$ cat config.mk
export PLATFORM = sky130hd
export DESIGN_NAME = muldiv_unit
export DESIGN_NICKNAME = d
export VERILOG_FILES = /design/src/rtl/rv32i_types.sv /design/src/rtl/muldiv_datapath.sv /design/src/rtl/muldiv_unit.sv
export SDC_FILE = /design/constraint.sdc
export NUM_CORES = 1
export LEC_CHECK = 0
export ABC_AREA = 0
export ABC_CLOCK_PERIOD_IN_PS = 7200
export CAP_MARGIN = 25
export CORE_ASPECT_RATIO = 0.75
export CORE_MARGIN = 3
export CORE_UTILIZATION = 35
export DETAILED_ROUTE_END_ITERATION = 8
export HOLD_SLACK_MARGIN = 0.12
export PLACE_DENSITY = 0.5
export REMOVE_ABC_BUFFERS = 1
export SKIP_CTS_REPAIR_TIMING = 1
export SYNTH_ARGS = -nofsm -noshare
export SYNTH_HDL_FRONTEND = slang
export SYNTH_SLANG_ARGS = --single-unit
$ cat constraint.sdc
create_clock -name clk -period 7.2 [get_ports clk]
set_input_delay 1.44 -clock clk [delete_from_list [all_inputs] [get_ports clk]]
set_output_delay 1.44 -clock clk [all_outputs]
set_load 0.03 [all_outputs]
$ cat src/rtl/rv32i_types.sv
// Shared RV32 type package: M-extension operation encodings and the muldiv FSM states.
package rv32i_types;

  typedef enum logic [2:0] {
    MULDIV_MUL    = 3'b000,
    MULDIV_MULH   = 3'b001,
    MULDIV_MULHSU = 3'b010,
    MULDIV_MULHU  = 3'b011,
    MULDIV_DIV    = 3'b100,
    MULDIV_DIVU   = 3'b101,
    MULDIV_REM    = 3'b110,
    MULDIV_REMU   = 3'b111
  } muldiv_funct3_t;

  typedef enum logic [1:0] {
    IDLE = 2'd0,
    CALC = 2'd1,
    FIX  = 2'd2
  } muldiv_state_t;

  localparam int MULDIV_ITERS = 32;

  // Two's-complement magnitude of a 32-bit value when it is treated as signed and negative.
  function automatic logic [31:0] muldiv_mag(input logic [31:0] val, input logic is_neg);
    return is_neg ? 32'(-val) : val;
  endfunction

endpackage

$ cat src/rtl/muldiv_datapath.sv
// Shift-add multiply / restoring divide datapath with sign fix-up, steered by muldiv_unit.
// MULDIV_FAST_MUL_EN: multiplies load a full signed product at start and skip iteration.
module muldiv_datapath
  import rv32i_types::*;
#(
  parameter int XLEN = 32
) (
  input  logic            clk,
  input  logic            rst_n,
  input  logic            load,
  input  logic            step,
  input  logic            fix_we,
  input  muldiv_funct3_t  funct3,
  input  logic [XLEN-1:0] op_a,
  input  logic [XLEN-1:0] op_b,
  output logic            skip_calc,
  output logic [XLEN-1:0] result
);

  logic [63:0]    acc_q, acc_d;
  logic [31:0]    b_q, b_d;
  logic           neg_q, neg_d;
  muldiv_funct3_t funct3_q, funct3_d;
  logic [31:0]    result_q, result_d;

  logic        a_signed, b_signed, a_neg, b_neg;
  logic        is_div, is_rem, div_zero, div_ovf, early_out, fast_mul;
  logic [31:0] a_mag, b_mag;
  logic [63:0] fast_prod;
  logic [32:0] mul_sum, rem_shift, trial;
  logic [63:0] acc_fixed;
  logic [31:0] quo_fixed, rem_fixed;

  always_comb begin
    a_signed  = funct3 inside {MULDIV_MULH, MULDIV_MULHSU, MULDIV_DIV, MULDIV_REM};
    b_signed  = funct3 inside {MULDIV_MULH, MULDIV_DIV, MULDIV_REM};
    a_neg     = a_signed & op_a[31];
    b_neg     = b_signed & op_b[31];
    a_mag     = muldiv_mag(op_a, a_neg);
    b_mag     = muldiv_mag(op_b, b_neg);
    is_div    = funct3[2];
    is_rem    = funct3[2] & funct3[1];
    div_zero  = is_div && (op_b == 32'd0);
    div_ovf   = is_div && b_signed && (op_a == 32'h8000_0000) && (&op_b);
    early_out = div_zero | div_ovf;
    // Sign-extended operands give the exact signed 33x33 product in the low 64 bits.
    fast_prod = {{32{a_neg}}, op_a} * {{32{b_neg}}, op_b};
`ifdef MULDIV_FAST_MUL_EN
    fast_mul  = ~is_div;
`else
    fast_mul  = 1'b0;
`endif
    skip_calc = early_out | fast_mul;
  end

  always_comb begin
    mul_sum   = {1'b0, acc_q[63:32]} + {1'b0, (acc_q[0] ? b_q : 32'd0)};
    rem_shift = {acc_q[63:32], acc_q[31]};
    trial     = rem_shift - {1'b0, b_q};
    acc_fixed = neg_q ? 64'(-acc_q) : acc_q;
    quo_fixed = neg_q ? 32'(-acc_q[31:0]) : acc_q[31:0];
    rem_fixed = neg_q ? 32'(-acc_q[63:32]) : acc_q[63:32];
  end

  // Early-out cases preload the register so the normal fix-up yields the architected result.
  always_comb begin
    acc_d    = acc_q;
    b_d      = b_q;
    neg_d    = neg_q;
    funct3_d = funct3_q;
    result_d = result_q;
    if (load) begin
      funct3_d = funct3;
      b_d      = b_mag;
      if (div_zero) begin
        acc_d = {op_a, 32'hFFFF_FFFF};
        neg_d = 1'b0;
      end else if (div_ovf) begin
        acc_d = {32'd0, 32'h8000_0000};
        neg_d = 1'b0;
      end else if (fast_mul) begin
        acc_d = fast_prod;
        neg_d = 1'b0;
      end else begin
        acc_d = {32'd0, a_mag};
        neg_d = is_rem ? a_neg : (a_neg ^ b_neg);
      end
    end else if (step) begin
      if (funct3_q[2]) begin
        acc_d = trial[32] ? {rem_shift[31:0], acc_q[30:0], 1'b0}
                          : {trial[31:0], acc_q[30:0], 1'b1};
      end else begin
        acc_d = {mul_sum, acc_q[31:1]};
      end
    end
    if (fix_we) begin
      case (funct3_q)
        MULDIV_MUL:                              result_d = acc_fixed[31:0];
        MULDIV_MULH, MULDIV_MULHSU, MULDIV_MULHU: result_d = acc_fixed[63:32];
        MULDIV_DIV, MULDIV_DIVU:                 result_d = quo_fixed;
        default:                                 result_d = rem_fixed;
      endcase
    end
  end

  always_ff @(posedge clk) begin
    if (!rst_n) begin
      acc_q    <= '0;
      b_q      <= '0;
      neg_q    <= 1'b0;
      funct3_q <= MULDIV_MUL;
      result_q <= '0;
    end else begin
      acc_q    <= acc_d;
      b_q      <= b_d;
      neg_q    <= neg_d;
      funct3_q <= funct3_d;
      result_q <= result_d;
    end
  end

  assign result = result_q;

endmodule

$ cat src/rtl/muldiv_unit.sv
// Iterative RV32M multiply/divide unit: IDLE/CALC/FIX control around muldiv_datapath.
// MULDIV_FAST_MUL_EN (in muldiv_datapath) lets multiplies bypass CALC.
module muldiv_unit
  import rv32i_types::*;
#(
  parameter int XLEN = 32
) (
  input  logic            clk,
  input  logic            rst_n,
  input  logic            start,
  input  logic            flush,
  input  logic [2:0]      funct3,
  input  logic [XLEN-1:0] op_a,
  input  logic [XLEN-1:0] op_b,
  output logic            busy,
  output logic            done,
  output logic [XLEN-1:0] result
);

  muldiv_state_t state_q, state_d;
  logic [4:0]    cnt_q, cnt_d;
  logic          done_q, done_d;
  logic          load, step, fix_we, skip_calc;

  always_ff @(posedge clk) begin
    if (!rst_n) begin
      state_q <= IDLE;
      cnt_q   <= '0;
      done_q  <= 1'b0;
    end else begin
      state_q <= state_d;
      cnt_q   <= cnt_d;
      done_q  <= done_d;
    end
  end

  // Flush overrides everything, including a start arriving in the same cycle.
  always_comb begin
    state_d = state_q;
    cnt_d   = cnt_q;
    done_d  = (state_q == FIX) && !flush;
    if (flush) begin
      state_d = IDLE;
    end else begin
      case (state_q)
        IDLE: if (start) begin
          cnt_d   = '0;
          state_d = skip_calc ? FIX : CALC;
        end
        CALC: begin
          cnt_d = 5'(cnt_q + 5'd1);
          if (cnt_q == 5'(MULDIV_ITERS - 1)) state_d = FIX;
        end
        FIX:     state_d = IDLE;
        default: state_d = IDLE;
      endcase
    end
  end

  always_comb begin
    busy   = (state_q != IDLE);
    done   = done_q;
    load   = (state_q == IDLE) && start && !flush;
    step   = (state_q == CALC) && !flush;
    fix_we = (state_q == FIX) && !flush;
  end

  muldiv_datapath #(.XLEN(XLEN)) u_datapath (
    .clk       (clk),
    .rst_n     (rst_n),
    .load      (load),
    .step      (step),
    .fix_we    (fix_we),
    .funct3    (muldiv_funct3_t'(funct3)),
    .op_a      (op_a),
    .op_b      (op_b),
    .skip_calc (skip_calc),
    .result    (result)
  );

endmodule
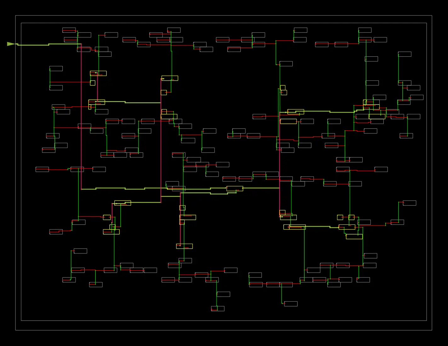
*Clock nets*
clk_skew: 14.3 ps
Sink Count: 140
FFs & Latches: 140
Worst-Skew Late Latency: 450 ps

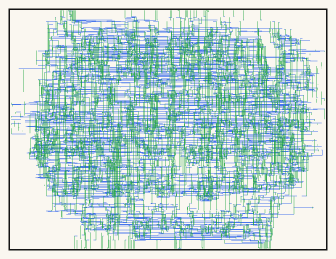
*Metal layers overlaid*
Only two layers are drawn.
[green] metal 2 | wire length: 21.3 mm
[blue] metal 1 | wire length: 26.6 mm

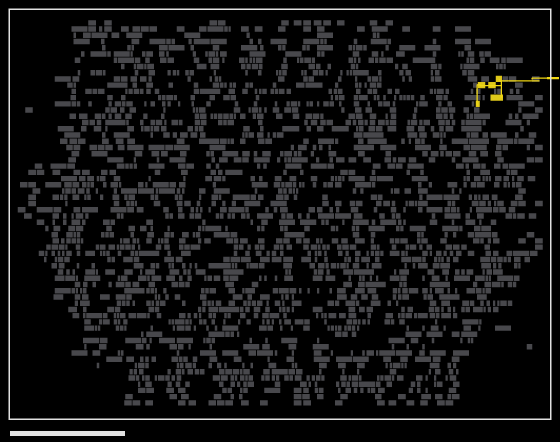
*Wires at chosen ports, followed through buffers*
Bar = 50 um.
[yellow] start | bits: 1 | direction: input | end cells: 5 | buffers: 1 | wire: 53.6 um
Port Buffers: 104
IO Pins: 105

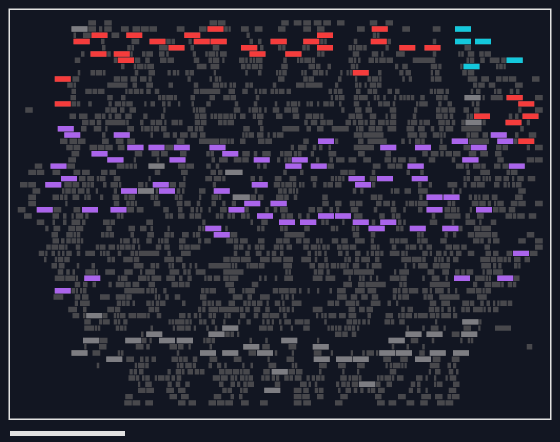
*Sequential cells coloured by netlist name*
Bar = 50 um.
[purple] u_datapath.acc_q | flops: 64 | where: a horizontal strip, middle
[cyan] cnt_q | flops: 5 | where: top right
[red] u_datapath.result | flops: 32 | where: a horizontal strip, top
flop share of the area: 17.9%
P_seq: 0.900 mW
fin util: 40.5%
Flop area: 0.00281 sq mm

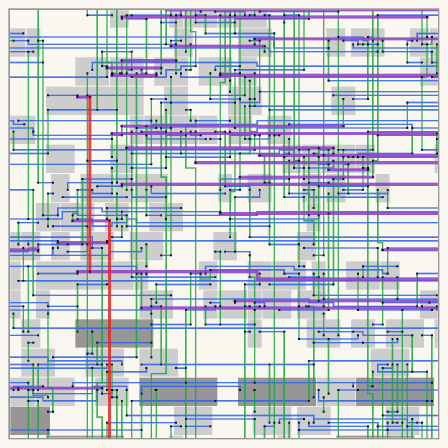
*Zoomed window*
Window x 39 to 79, y 114 to 154 um. Cells in grey, sequential cells in the stronger grey; small squares are vias.
[blue] metal 1
[red] metal 4
[purple] metal 3
[green] metal 2
netlist names of flops here include: u_datapath.acc_q (5)
most frequent: o21ai_0 (10), a21oi_1 (9)
cells with their middle in the window: 93
sequential cells in the window: 5

==> metrics.yaml <==
placed_design:
  placed_cell_area_sq_mm: 0.0151
  dpl.hpwl_um: 40900
  dp.cells: 2364
routing:
  routedWlPerCell_um: 22.1
  vias_per_cell: 6.03
  route.detailed.drc: 0
  vias: 14500
  ant_nets: 0
power_and_ir_drop:
  power_leader: "combinational cells"
  ir_drop_mv: 0.172
  clkPwrFrac_pct: 29.9
  p_comb_share_pct: 38.6
  powerComb_mw: 1.10
  p_int_mw: 1.70
  leakagePower_nw: 6.26
  switching_power_mw: 1.15
  pg_clk_mw: 0.851
cells_and_area:
  largest_class: "combinational gates"
  syn2layout_area_growth_pct: 13.1
  nMultiInputCombCells: 1532
  buffers: 126
  fin_nets: 2015
  n_antenna_cell: 1
  nClkBuffers: 18
  buffer_area_share_pct: 7.76
  nFillCells: 4087
  layout_top_cell: "nand2_1"
status:
  run_status: "finished clean"
clock_tree:
  root_buffer: "clkbuf_16"
  clockBufferDepth: 2
  cts_max_level: 4
  clkTransAtPathRegs_ps: 60
yosys:
  synth-adder-area-share_pct: 6.70
  mux_share_pct: 4.32
  netlist_area_sq_mm: 0.0139
  synth_top_area_share_pct: 20.2
  common_cells: "179 x nand2_1, 171 x o21ai_0, 170 x a21oi_1"
  synthCells: 1860
  edf_count: 0
  logic_family: "AND-OR/OR-AND gates"
  synthSimpleGateAreaFrac_pct: 20.0
  async_flop_share_pct: 0
  yosysTopAreaCell: "dfxtp_1"
  ys_cells: 1860
  xor_share_pct: 11.3
worst_setup_path:
  critPathRequiredTime_ps: 7540
  cp_max_fo: 13
  arrival_ps: 5550
  worstSetupStartpointType: "input port"
global_routing:
  antenna_found_initial: 0
  grt_pass1_wl_um: 81900
  gr-total-overflow: 0
  grt_pass1_vias: 13500
  grt_usage_pct: 25.0
min_path:
  hp-class: "register to register"
floorplanning:
  n_tap_cell: 512
  die_area_sq_mm: 0.0420
sta:
  tightest_slew_ps: 1010
  max_slew_margin_pct: 32.3
  tns_ps: 0
  rsz0062_at_grt: "no"
==> sequential cells by signal, summed over array words and instances, names as in the netlist <==
name,flops
u_datapath.b_q,32
cnt_q,5
u_datapath.result,32
done,1
u_datapath.acc_q,64
u_datapath.funct3_q,3
u_datapath.neg_q,1
state_q,2
==> worst paths after layout <==
kind                                              to  slack [ps]            startpoint  cells after the start
worst max-delay path            u_datapath.acc_q[29]        1990               op_a[6]                      9
worst min-delay path              u_datapath.b_q[31]         470    u_datapath.b_q[31]                      2
worst max register to register  u_datapath.acc_q[40]        2570  u_datapath.acc_q[31]                     13
worst min register to register    u_datapath.b_q[31]         470    u_datapath.b_q[31]                      2
==> metal layers <==
layer	vias to the layer above	routed length, um	global-route usage, %
met3	69	3960	5.63
met2	539	21300	35.6
met4	0	1240	6.89
met5	-	0	0
met1	6963	26600	37.4
li1	6888	-	-
==> critical path: stages <==
cell and delay [ps]:
clkdlybuf4s50_1 530, or4_1 670, or3_1 490, nor3_1 470, nand3_1 200, nor2_1 760
nand2b_1 580, o221ai_1 220, o211a_1 170
==> logic make-up (layout without fill, tap and decap cells) <==
group                    Yosys count  after routing
AND-OR/OR-AND                    663            663
AND/OR/NAND/NOR                  561            561
buffers and inverters            188            212
XOR/XNOR                         178            178
flip-flops                       140            140
adder cells (fa/ha/maj)           73             73
multiplexers                      57             57
other                              0              1
==> through the flow <==
stage               worst slack [ps]  power, mW  utilization (%)  hold WS, ps
finish                          1990       2.85             40.5          469
floorplan                      -4280       1.63                -          441
global placement                1850       1.99             39.1          453
CTS                             2150       2.85             40.5          471
detailed placement              1690       1.99             39.1          461
global route                    1810       3.02             40.5          488
Power is estimated from default activity; no workload was simulated.
